==> config.mk <==
export PLATFORM = sky130hd
export DESIGN_NAME = simon_seq_ctrl_flat
export DESIGN_NICKNAME = d
export VERILOG_FILES = /design/src/rtl/simon_seq_ctrl_if.sv /design/src/rtl/simon_seq_ctrl.sv /design/src/flat_wrapper.sv
export SDC_FILE = /design/constraint.sdc
export NUM_CORES = 1
export LEC_CHECK = 0
export ABC_AREA = 1
export CAP_MARGIN = 20
export CORE_MARGIN = 1
export CORE_UTILIZATION = 46
export DETAILED_ROUTE_END_ITERATION = 10
export PLACE_DENSITY = 0.84
export SLEW_MARGIN = 20
export SYNTH_ARGS = -nofsm -noshare
export SYNTH_HDL_FRONTEND = slang
export SYNTH_SLANG_ARGS = --single-unit
==> constraint.sdc <==
create_clock -name clk -period 2.3 [get_ports clk]
set_input_delay 0.46 -clock clk [delete_from_list [all_inputs] [get_ports clk]]
set_output_delay 0.46 -clock clk [all_outputs]
set_load 0.01 [all_outputs]
==> src/rtl/simon_seq_ctrl_if.sv <==
`default_nettype none
// ============================================================================
// Module   : simon_seq_ctrl_if
// Purpose  : Sequence-memory port bundle between the Simon controller and RAM.
// Revision : 1.0 - initial release
// ============================================================================
interface simon_seq_ctrl_if #(
    parameter int WIDTH = 6,
    parameter int PTR_W = 5
) ();
    logic [PTR_W-1:0] mem_w_ptr;
    logic             mem_w_en;
    logic [WIDTH-1:0] mem_data_in;
    logic [PTR_W-1:0] mem_r_ptr;
    logic             mem_r_en;
    logic [WIDTH-1:0] mem_data_out;

    modport master (
        output mem_w_ptr,
        output mem_w_en,
        output mem_data_in,
        output mem_r_ptr,
        output mem_r_en,
        input  mem_data_out
    );

    modport slave (
        input  mem_w_ptr,
        input  mem_w_en,
        input  mem_data_in,
        input  mem_r_ptr,
        input  mem_r_en,
        output mem_data_out
    );
endinterface
`default_nettype wire

==> src/rtl/simon_seq_ctrl.sv <==
`default_nettype none
// ============================================================================
// Module   : simon_seq_ctrl
// Purpose  : Simon game sequencer: grows a random sequence in external memory,
//            plays it back on tick strobes and checks the player's replies.
// Revision : 1.0 - initial release
// ============================================================================
module simon_seq_ctrl #(
    parameter int DEPTH = 32,
    parameter int WIDTH = 6,
    parameter int PTR_W = 5
) (
    input  logic             clk,
    input  logic             rst_n,
    input  logic             start,
    input  logic [WIDTH-1:0] rand_val,
    input  logic             tick,
    input  logic             btn_valid,
    input  logic [WIDTH-1:0] btn_val,
    simon_seq_ctrl_if.master mem,
    output logic             show_valid,
    output logic [WIDTH-1:0] show_val,
    output logic [PTR_W:0]   level,
    output logic             busy,
    output logic             win,
    output logic             lose
);

    localparam logic [PTR_W:0]   c_DEPTH   = (PTR_W+1)'(DEPTH);
    localparam logic [PTR_W:0]   c_ONE_LEN = {{PTR_W{1'b0}}, 1'b1};
    localparam logic [PTR_W-1:0] c_ONE_IDX = {{(PTR_W-1){1'b0}}, 1'b1};

    typedef enum logic [2:0] {
        S_IDLE      = 3'd0,
        S_APPEND    = 3'd1,
        S_PLAY_REQ  = 3'd2,
        S_PLAY_CAP  = 3'd3,
        S_PLAY_SHOW = 3'd4,
        S_IN_WAIT   = 3'd5,
        S_IN_REQ    = 3'd6,
        S_IN_CMP    = 3'd7
    } state_t;

    state_t           r_state;
    state_t           w_state_nxt;
    logic [PTR_W:0]   r_len;
    logic [PTR_W:0]   w_len_nxt;
    logic [PTR_W-1:0] r_idx;
    logic [PTR_W-1:0] w_idx_nxt;
    logic [WIDTH-1:0] r_show_val;
    logic [WIDTH-1:0] w_show_val_nxt;
    logic [WIDTH-1:0] r_btn_val;
    logic [WIDTH-1:0] w_btn_val_nxt;
    logic             r_win;
    logic             w_win_nxt;
    logic             r_lose;
    logic             w_lose_nxt;

    logic             w_last;
    logic             w_match;

    // idx is the last step of the sequence when it equals len-1
    assign w_last  = ({1'b0, r_idx} == (r_len - c_ONE_LEN));
    assign w_match = (mem.mem_data_out == r_btn_val);

    always_ff @(posedge clk or negedge rst_n) begin
        if (!rst_n) begin
            r_state    <= S_IDLE;
            r_len      <= '0;
            r_idx      <= '0;
            r_show_val <= '0;
            r_btn_val  <= '0;
            r_win      <= 1'b0;
            r_lose     <= 1'b0;
        end else begin
            r_state    <= w_state_nxt;
            r_len      <= w_len_nxt;
            r_idx      <= w_idx_nxt;
            r_show_val <= w_show_val_nxt;
            r_btn_val  <= w_btn_val_nxt;
            r_win      <= w_win_nxt;
            r_lose     <= w_lose_nxt;
        end
    end

    always_comb begin
        w_state_nxt     = r_state;
        w_len_nxt       = r_len;
        w_idx_nxt       = r_idx;
        w_show_val_nxt  = r_show_val;
        w_btn_val_nxt   = r_btn_val;
        w_win_nxt       = 1'b0;
        w_lose_nxt      = 1'b0;
        mem.mem_w_en    = 1'b0;
        mem.mem_w_ptr   = '0;
        mem.mem_data_in = '0;
        mem.mem_r_en    = 1'b0;
        mem.mem_r_ptr   = '0;
        show_valid      = 1'b0;

        case (r_state)
            S_IDLE: begin
                if (start) begin
                    w_len_nxt   = '0;
                    w_idx_nxt   = '0;
                    w_state_nxt = S_APPEND;
                end
            end
            S_APPEND: begin
                mem.mem_w_en    = 1'b1;
                mem.mem_w_ptr   = r_len[PTR_W-1:0];
                mem.mem_data_in = rand_val;
                w_len_nxt       = r_len + c_ONE_LEN;
                w_idx_nxt       = '0;
                w_state_nxt     = S_PLAY_REQ;
            end
            S_PLAY_REQ: begin
                mem.mem_r_en  = 1'b1;
                mem.mem_r_ptr = r_idx;
                w_state_nxt   = S_PLAY_CAP;
            end
            S_PLAY_CAP: begin
                w_show_val_nxt = mem.mem_data_out;
                w_state_nxt    = S_PLAY_SHOW;
            end
            S_PLAY_SHOW: begin
                show_valid = 1'b1;
                if (tick) begin
                    if (w_last) begin
                        w_idx_nxt   = '0;
                        w_state_nxt = S_IN_WAIT;
                    end else begin
                        w_idx_nxt   = r_idx + c_ONE_IDX;
                        w_state_nxt = S_PLAY_REQ;
                    end
                end
            end
            S_IN_WAIT: begin
                if (btn_valid) begin
                    w_btn_val_nxt = btn_val;
                    w_state_nxt   = S_IN_REQ;
                end
            end
            S_IN_REQ: begin
                mem.mem_r_en  = 1'b1;
                mem.mem_r_ptr = r_idx;
                w_state_nxt   = S_IN_CMP;
            end
            S_IN_CMP: begin
                // Result pulses are registered so they land in the cycle the FSM is back in IDLE
                if (!w_match) begin
                    w_lose_nxt  = 1'b1;
                    w_state_nxt = S_IDLE;
                end else if (!w_last) begin
                    w_idx_nxt   = r_idx + c_ONE_IDX;
                    w_state_nxt = S_IN_WAIT;
                end else if (r_len < c_DEPTH) begin
                    w_state_nxt = S_APPEND;
                end else begin
                    w_win_nxt   = 1'b1;
                    w_state_nxt = S_IDLE;
                end
            end
            default: begin
                w_state_nxt = S_IDLE;
            end
        endcase
    end

    assign show_val = r_show_val;
    assign level    = r_len;
    assign busy     = (r_state != S_IDLE);
    assign win      = r_win;
    assign lose     = r_lose;

endmodule
`default_nettype wire

==> src/flat_wrapper.sv <==
// flat-port wrapper written by rule: the top's interface ports become plain ports
module simon_seq_ctrl_flat 
#(
    parameter int DEPTH = 32,
    parameter int WIDTH = 6,
    parameter int PTR_W = 5
)
  (clk, rst_n, start, rand_val, tick, btn_valid, btn_val, show_valid, show_val, level, busy, win, lose, mem_mem_w_ptr, mem_mem_w_en, mem_mem_data_in, mem_mem_r_ptr, mem_mem_r_en, mem_mem_data_out);
  simon_seq_ctrl_if #(.WIDTH(WIDTH), .PTR_W(PTR_W)) mem_i ();
  input  logic clk;
  input  logic rst_n;
  input  logic start;
  input  logic [WIDTH-1:0] rand_val;
  input  logic tick;
  input  logic btn_valid;
  input  logic [WIDTH-1:0] btn_val;
  output logic show_valid;
  output logic [WIDTH-1:0] show_val;
  output logic [PTR_W:0] level;
  output logic busy;
  output logic win;
  output logic lose;
  output wire logic [$bits(mem_i.mem_w_ptr)-1:0] mem_mem_w_ptr;
  output wire logic [$bits(mem_i.mem_w_en)-1:0] mem_mem_w_en;
  output wire logic [$bits(mem_i.mem_data_in)-1:0] mem_mem_data_in;
  output wire logic [$bits(mem_i.mem_r_ptr)-1:0] mem_mem_r_ptr;
  output wire logic [$bits(mem_i.mem_r_en)-1:0] mem_mem_r_en;
  input wire logic [$bits(mem_i.mem_data_out)-1:0] mem_mem_data_out;
  assign mem_mem_w_ptr = mem_i.mem_w_ptr;
  assign mem_mem_w_en = mem_i.mem_w_en;
  assign mem_mem_data_in = mem_i.mem_data_in;
  assign mem_mem_r_ptr = mem_i.mem_r_ptr;
  assign mem_mem_r_en = mem_i.mem_r_en;
  assign mem_i.mem_data_out = mem_mem_data_out;
  simon_seq_ctrl #(.DEPTH(DEPTH), .WIDTH(WIDTH), .PTR_W(PTR_W)) u_core (.clk(clk), .rst_n(rst_n), .start(start), .rand_val(rand_val), .tick(tick), .btn_valid(btn_valid), .btn_val(btn_val), .mem(mem_i), .show_valid(show_valid), .show_val(show_val), .level(level), .busy(busy), .win(win), .lose(lose));
endmodule
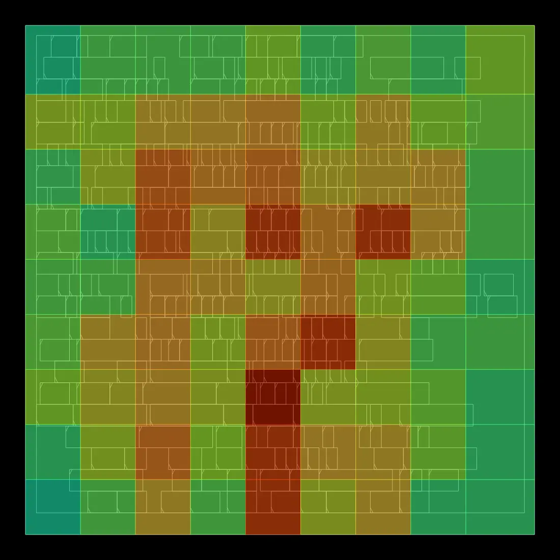
run_1/congestion.png
Most Crowded Layer GR: met2
met2 track demand over resource: 0.415

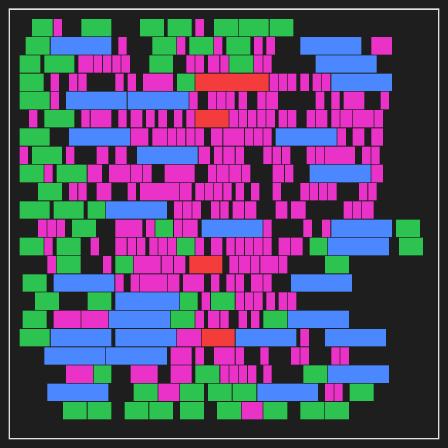
run_1/placement_by_type.png
- flops: blue (cells 28; share of their area 28%)
- combinational and other logic: magenta (cells 223; share of their area 43%)
- clock drivers and dummy loads: red (cells 4; share of their area 2.9%)
- other buffers and delay cells: green (cells 64; share of their area 26%)
fin util: 0.693
core area: 3660 µm²
sequential cell area share: 0.277
post-route cell area: 2540 µm²
Cell Rows: 22

==> impl_metrics.ini, run 1 <==
; yosys + openroad results
[clock_network]
numCtsBuffers = 3
cts-root-buf = clkbuf_8
cts_hold_buffers = 0
clockBufferDepth = 2

[drt]
drc_errors = 0
dr_total_vias = 1815
wl_mm = 4.55

[timing]
setup_viol = 0
finalMaxSlewViolations = 0
timing.setup.tns_ns = 0
min_period_over_period = 0.953
worstMarginPinSlew_ns = 0.454

[finish]
synthToLayoutAreaGrowth_pct = 44.3
flop_area_um2 = 702
layout_top_cell = nand2_1
instances_no_fill = 367
n_antenna_cell = 0

[run]
drv_cap = 0

[critical_path]
max_stage_delay_ns = 0.55
r2r_setup_slack_ns = 0.31
r2r-end = u_core.r_state[2]
cp_slowest_cell = clkdlybuf4s50_1
path_delay_family = buffers and inverters
required_ns = 1.84
cp_common_cell = nor2_1

[place]
dp_slack_ns = 0.189
port_buffers = 56
placed_cells = 362
gp_congestion = 0.866

[global_routing]
grt_first_pass_wirelength_mm = 7.71
overflow = 0

[power_and_ir_drop]
leakage_uw = 0.00145

[synth]
syn_inst = 253
synth_cell_types = 23
synth_flops = 28

[status]
outcome = complete, no violations

[floorplan]
fp_util = 0.480
die_w_um = 63.8

[worst_hold_path]
holdCritStartpoint = u_core.show_val[2]
holdPathEnd = u_core.show_val[2]
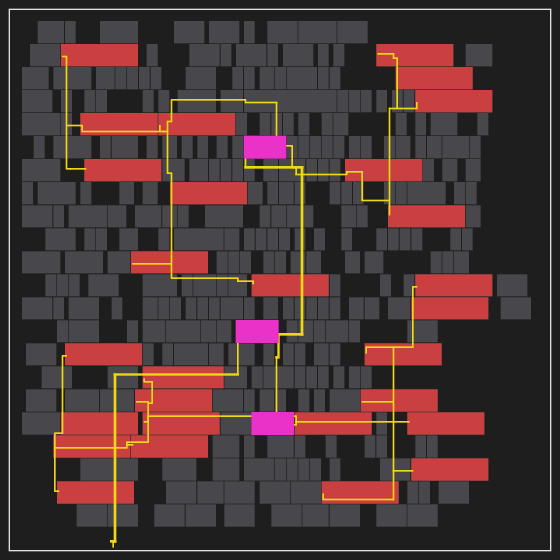
run_1/clk_routes.png
- clock wires: yellow (length 339 µm)
- clock drivers: magenta (count 3)
- flip-flops: red (count 28)
- flops lie: spread over the die
- routed clock nets: 4
Setup Skew: 0.00354 ns
Clk pwr share: 0.141
Power Clock: 396 µW
later-pin clock latency in the skew report: 0.28 ns

-- run 1: logic make-up (layout without fill, tap and decap cells) --
family / count (synthesis) / in the layout / share of synthesized area
compound gates: 13 / 13 / 0.0434
flops: 28 / 28 / 0.399
simple gates: 153 / 153 / 0.359
xor+xnor: 11 / 11 / 0.0548
mux: 6 / 6 / 0.0384
buf+inv: 39 / 105 / 0.0847
fa+ha+maj: 3 / 3 / 0.0214
-- run 1: cell usage after synthesis (all sizes together) --
cell type	count	area (µm²)
nand2	84	318
nor2	41	154
inv	36	135
dfrtp	28	701
nand3	23	115
xor2	10	87.6
mux2	6	67.6
a21oi	5	25.0
ha	3	37.5
nor3	3	31.3
o21ai	3	15.0
buf	2	10.0
nand4	2	12.5
o22ai	2	12.5
clkinv	1	3.75
o211ai	1	7.51
o31ai	1	7.51
o32ai	1	8.76
xnor2	1	8.76
-- run 1: routing by layer --
| metal | up-vias | GRT usage | wire length [µm] |
|---|---|---|---|
| met3 | 4 | 0.0304 | 223 |
| met1 | 828 | 0.316 | 2040 |
| li1 | 919 | - | - |
| met4 | 0 | 0.0597 | 39 |
| met5 | - | 0 | 0 |
| met2 | 64 | 0.415 | 2250 |
-- run 1: where the power goes --
| part | switching (µW) | total [µW] | internal (µW) | leakage, µW |
|---|---|---|---|---|
| logic | 894 | 1600 | 705 | 0.00105 |
| registers | 157 | 822 | 665 | 0.000362 |
| clock network | 163 | 396 | 234 | 0.0000357 |
-- run 1: cell type report --
class                   instances  share of cell area
repair buffers                 64               0.255
inverters                      37              0.0557
multi-input cells             186               0.361
clock inverters                 1              0.0118
clock buffers                   3              0.0163
flip-flops and latches         28               0.277
well taps                      48              0.0237
==> inputs of run 2 (changes only) <==
CAP_MARGIN = unset   (was 20)
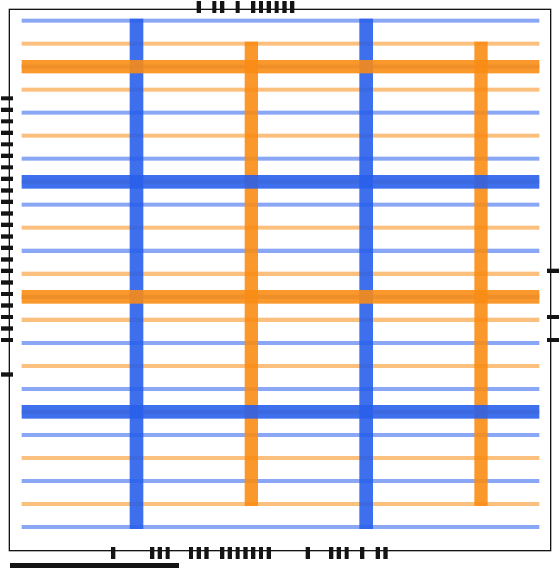
run_2/power_grid.png
Scale bar: 20 µm. Pins as bars on the die edge.
- VSS: blue
- VDD: orange
- met1 rails: 23
- signal pins: 57
Max rail drop VDD: 630 µV
Die Span X: 63.8 µm
chip height: 63.8 µm

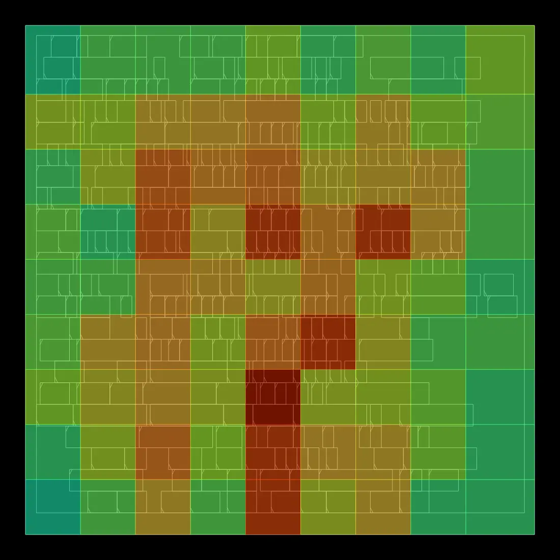
run_2/congestion.png
total track usage: 0.240
Wirelength per Cell: 12.4 µm
met3 track demand over resource: 0.0304
met1 track demand over resource: 0.316

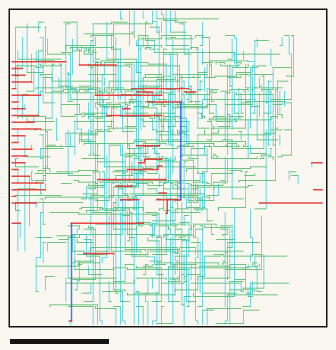
run_2/wires.png
Scale bar: 20 µm.
- metal 1: green (wire length 2040 µm)
- metal 4: blue (wire length 39.4 µm)
- metal 2: cyan (wire length 2250 µm)
- metal 3: red (wire length 224 µm)
Vias: 1815
WL final: 4.55 mm

==> impl_metrics.ini, run 2 <==
; yosys + openroad results
[status]
outcome = complete, no violations

[finish]
final_cell_area_um2 = 2540
synthToLayoutAreaGrowth_pct = 44.3
layout_top_cell = nand2_1
lay_top_cells = 83 x nand2_1, 43 x clkdlybuf4s50_1, 40 x nor2_1
n_antenna_cell = 0
post-route-util = 0.693

[drt]
dr.first_iter.drc_count = 119
drc_errors = 0

[critical_path]
required_ns = 1.84
cp_cell_sequence = buf_4, nor2_1, inv_1, nor2_1, clkdlybuf4s50_1
r2r-end = u_core.r_state[2]
cp_slowest_cell = clkdlybuf4s50_1
r2r_setup_slack_ns = 0.31
path_delay_family = buffers and inverters
crit_fanout = 5
timing.rr.start = u_core.level[1]
cp_common_cell = nor2_1
max_stage_delay_ns = 0.55

[timing]
finalMaxSlewViolations = 0
finClkSkew_ns = 0.00354
worstMarginPinSlew_ns = 0.454
min_period_over_period = 0.953
setup_viol = 0

[clock_network]
clockBufferDepth = 2
clock_latency_ns = 0.28
cts-root-buf = clkbuf_8
numCtsBuffers = 3

[synth]
ys_cells = 253
top_area_cell = dfrtp_1
synthTopCellsByArea = dfrtp_1 40%, nand2_1 18%, nor2_1 8.8%
syn_inst = 253
synth-main-ff-cell = dfrtp_1
synth_flops = 28
synth.most_common_cell = nand2_1
top_cells_by_count = 83 x nand2_1, 41 x nor2_1, 34 x inv_1
synthArstFlopShare = 1.00
edf_count = 0

[power_and_ir_drop]
seq_power_share = 0.292
intPower_uw = 1600
combinationalPowerShare = 0.567
power.share.switching = 0.431
leakage_uw = 0.00145
switchingPower_uw = 1210

[floorplan]
fp_util = 0.480
core_um2 = 3660
ios = 57
rows = 22

[place]
dp_slack_ns = 0.189
placed_area_um2 = 2420
port_buffers = 56
gp_congestion = 0.866

[global_routing]
overflow = 0
grt_first_pass_wirelength_mm = 7.71

[run]
drv_cap = 0

[worst_hold_path]
holdCritStartpoint = u_core.show_val[2]
holdPathEnd = u_core.show_val[2]
## run 2: layer usage
layer,track usage,vias up,share of wire
li1,-,919,-
met2,0.415,64,0.49
met5,0,-,0
met1,0.316,828,0.45
met4,0.0597,0,0.0086
met3,0.0304,4,0.049
## run 2: what timing repair did
action                     in CTS  in global routing
buffers inserted                0                  1
hold buffers                    0                  0
gates resized                   5                 13
setup endpoints to repair      11                 11
## run 2: logic make-up after synthesis
| logic type | after synthesis | synth area share |
|---|---|---|
| AND-OR/OR-AND | 13 | 0.0434 |
| XOR/XNOR | 11 | 0.0548 |
| adder cells (fa/ha/maj) | 3 | 0.0214 |
| buffers and inverters | 39 | 0.0847 |
| flip-flops | 28 | 0.399 |
| multiplexers | 6 | 0.0384 |
| AND/OR/NAND/NOR | 153 | 0.359 |
## run 2: tightest hold or removal path, cell delays in order, from the launching register on
cell	delay, ns
dfrtp_1	0.36
nand2_1	0.05
nand2_1	0.04
## run 2: final cells by class
type / instances / area [µm²] / share of cell area
Clock buffer: 3 / 41.3 / 0.0163
Clock inverter: 1 / 30.0 / 0.0118
Inverter: 37 / 141 / 0.0557
Multi-Input combinational cell: 186 / 916 / 0.361
Sequential cell: 28 / 702 / 0.277
Tap cell: 48 / 60.1 / 0.0237
Timing Repair Buffer: 64 / 646 / 0.255
## run 2: power groups by stage
stage / Sequential (µW) / Clock [µW] / Combinational, µW
after detailed placement: 826 / 0 / 1550
after floorplan: 851 / 0 / 889
after global placement: 821 / 0 / 1520
after global routing: 840 / 421 / 1780
after CTS: 820 / 394 / 1580
final: 822 / 396 / 1600
## run 2: per-stage QoR
step,instances,hold WS (ns)
final,367,0.486
after global routing,367,0.521
after CTS,366,0.489
after detailed placement,362,0.466
after global placement,362,0.456
after floorplan,253,0.164
==> inputs of run 3 (changes only) <==
==> constraint.sdc (replaced) <==
create_clock -name clk -period 2.3 [get_ports clk]
set_input_delay 0.46 -clock clk [delete_from_list [all_inputs] [get_ports clk]]
set_output_delay 0.46 -clock clk [all_outputs]
set_load 0.005 [all_outputs]
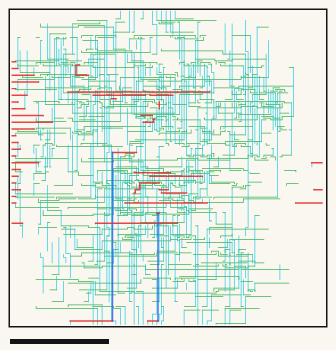
run_3/wires.png
Scale bar: 20 µm.
total track usage: 0.230
Vias: 1788

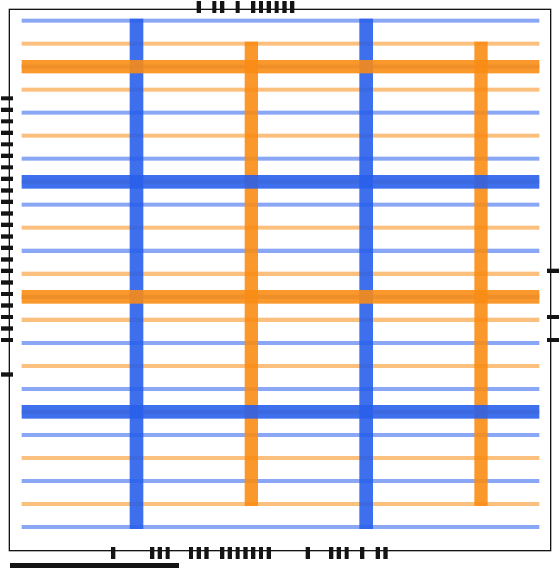
run_3/power_grid.png
Scale bar: 20 µm. Pins as bars on the die edge.
- VSS: blue
- VDD: orange
- signal pins: 57
- rows: 22
Max rail drop VDD: 544 µV

==> impl_metrics.ini, run 3 <==
; yosys + openroad results
[global_routing]
grt_max_degree = 29
overflow = 0
grt_first_pass_wirelength_mm = 7.36
busiest_layer = met2

[critical_path]
cp_cell_sequence = inv_2, nand2_2, nor2_4, inv_4, nor2_1, clkdlybuf4s50_1
crit_fanout = 13
timing.rr.start = u_core.level[1]
required_ns = 1.84
r2r-end = u_core.r_state[2]
cp_slowest_cell = clkdlybuf4s50_1
r2r_cells = 11
path_delay_family = buffers and inverters
max_stage_delay_ns = 0.51
r2r_setup_slack_ns = 0.26
critPathCaptureType = output pin

[run]
drv_cap = 0

[synth]
syn_inst = 253
top_cells_by_count = 83 x nand2_1, 41 x nor2_1, 34 x inv_1
top_area_cell = dfrtp_1
synthArstFlopShare = 1.00
synth_flops = 28
synth.most_common_cell = nand2_1
synth-main-ff-cell = dfrtp_1
synth_cell_types = 23
synthTopCellsByArea = dfrtp_1 40%, nand2_1 18%, nor2_1 8.8%
ys_cells = 253
netlist_area_um2 = 1760

[timing]
finClkSkew_ns = 0.00370
finalMaxSlewViolations = 0
worstMarginPinSlew_ns = 0.459
setup_viol = 0

[clock_network]
numCtsBuffers = 3
cts-root-buf = clkbuf_8
post_cts_buffers = 0
clockBufferDepth = 2
clock_latency_ns = 0.27

[drt]
wl_mm = 4.44
drc_errors = 0
dr.first_iter.drc_count = 119

[place]
port_buffers = 56
gp_congestion = 0.867

[finish]
synthToLayoutAreaGrowth_pct = 42.8
layout_top_cell = nand2_1
lay_top_cells = 82 x nand2_1, 52 x clkdlybuf4s50_1, 40 x nor2_1
n_antenna_cell = 0

[floorplan]
core_um2 = 3660
die_w_um = 63.8
rows = 22
die_height_um = 63.8
fp_util = 0.480
ios = 57

[worst_hold_path]
holdCritStartpoint = u_core.show_val[0]
holdPathEnd = u_core.show_val[0]

[power_and_ir_drop]
leakage_uw = 0.00131

[status]
outcome = complete, no violations
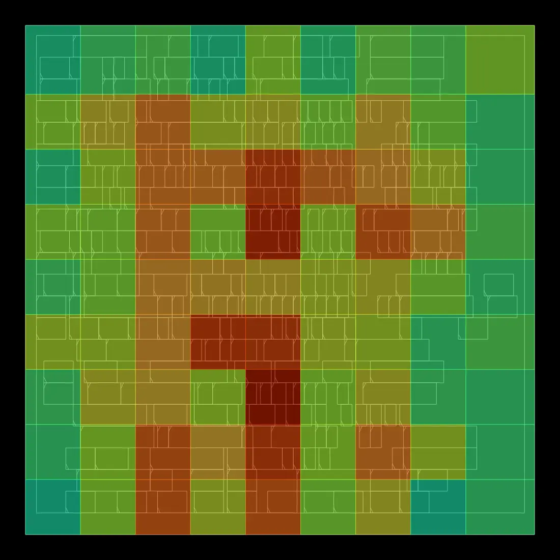
run_3/congestion.png
met3 track demand over resource: 0.0196
met2 track demand over resource: 0.379
Wirelength per Cell: 12.2 µm
met1 track demand over resource: 0.313

==> run 3: routing by layer <==
layer	share of wire	wire length, µm	up-vias
li1	-	-	909
met1	0.46	2050	811
met2	0.48	2140	64
met3	0.045	201	4
met4	0.012	55	0
met5	0	0	-
==> run 3: through the flow <==
step | instances | setup WS, ns | cell area, µm² | power [µW] | hold WS, ns
after floorplan | 253 | 0.444 | 1760 | 1680 | 0.164
after global placement | 361 | 0.293 | 2410 | 2260 | 0.457
after detailed placement | 361 | 0.233 | 2410 | 2310 | 0.462
after CTS | 365 | 0.0274 | 2490 | 2720 | 0.489
after global routing | 365 | 0.00870 | 2510 | 2950 | 0.528
final | 365 | 0.107 | 2510 | 2740 | 0.486
==> run 3: area by class of cell <==
cell class / count / area, µm² / area share
Clock inverter: 1 / 30.0 / 0.0120
Multi-Input combinational cell: 186 / 918 / 0.366
Clock buffer: 3 / 41.3 / 0.0165
Tap cell: 48 / 60.1 / 0.0239
Sequential cell: 28 / 703 / 0.280
Timing Repair Buffer: 62 / 616 / 0.245
Inverter: 37 / 141 / 0.0563
==> run 3: what timing repair did <==
action                                  in CTS  in global routing
hold buffers                                 0                  0
resized                                      3                  8
cloned                                       0                  0
endpoints found under the setup margin      11                 11
pin swaps                                    0                  0
==> run 3: logic make-up after synthesis <==
group / Yosys count / share of synthesized area
buf+inv: 39 / 0.0847
compound gates: 13 / 0.0434
flops: 28 / 0.399
fa+ha+maj: 3 / 0.0214
xor+xnor: 11 / 0.0548
simple gates: 153 / 0.359
mux: 6 / 0.0384
==> run 3: power by group <==
group          switching, µW  internal, µW
registers                176           667
logic                    807           700
clock network            156           233
==> run 3: tightest hold or removal path, cell delays in order, from the launching register on <==
cell and delay (ns):
dfrtp_1 0.36, nand2_1 0.06, nand2_1 0.05
Power figures rest on the tool's default switching activity, not on a simulated workload.
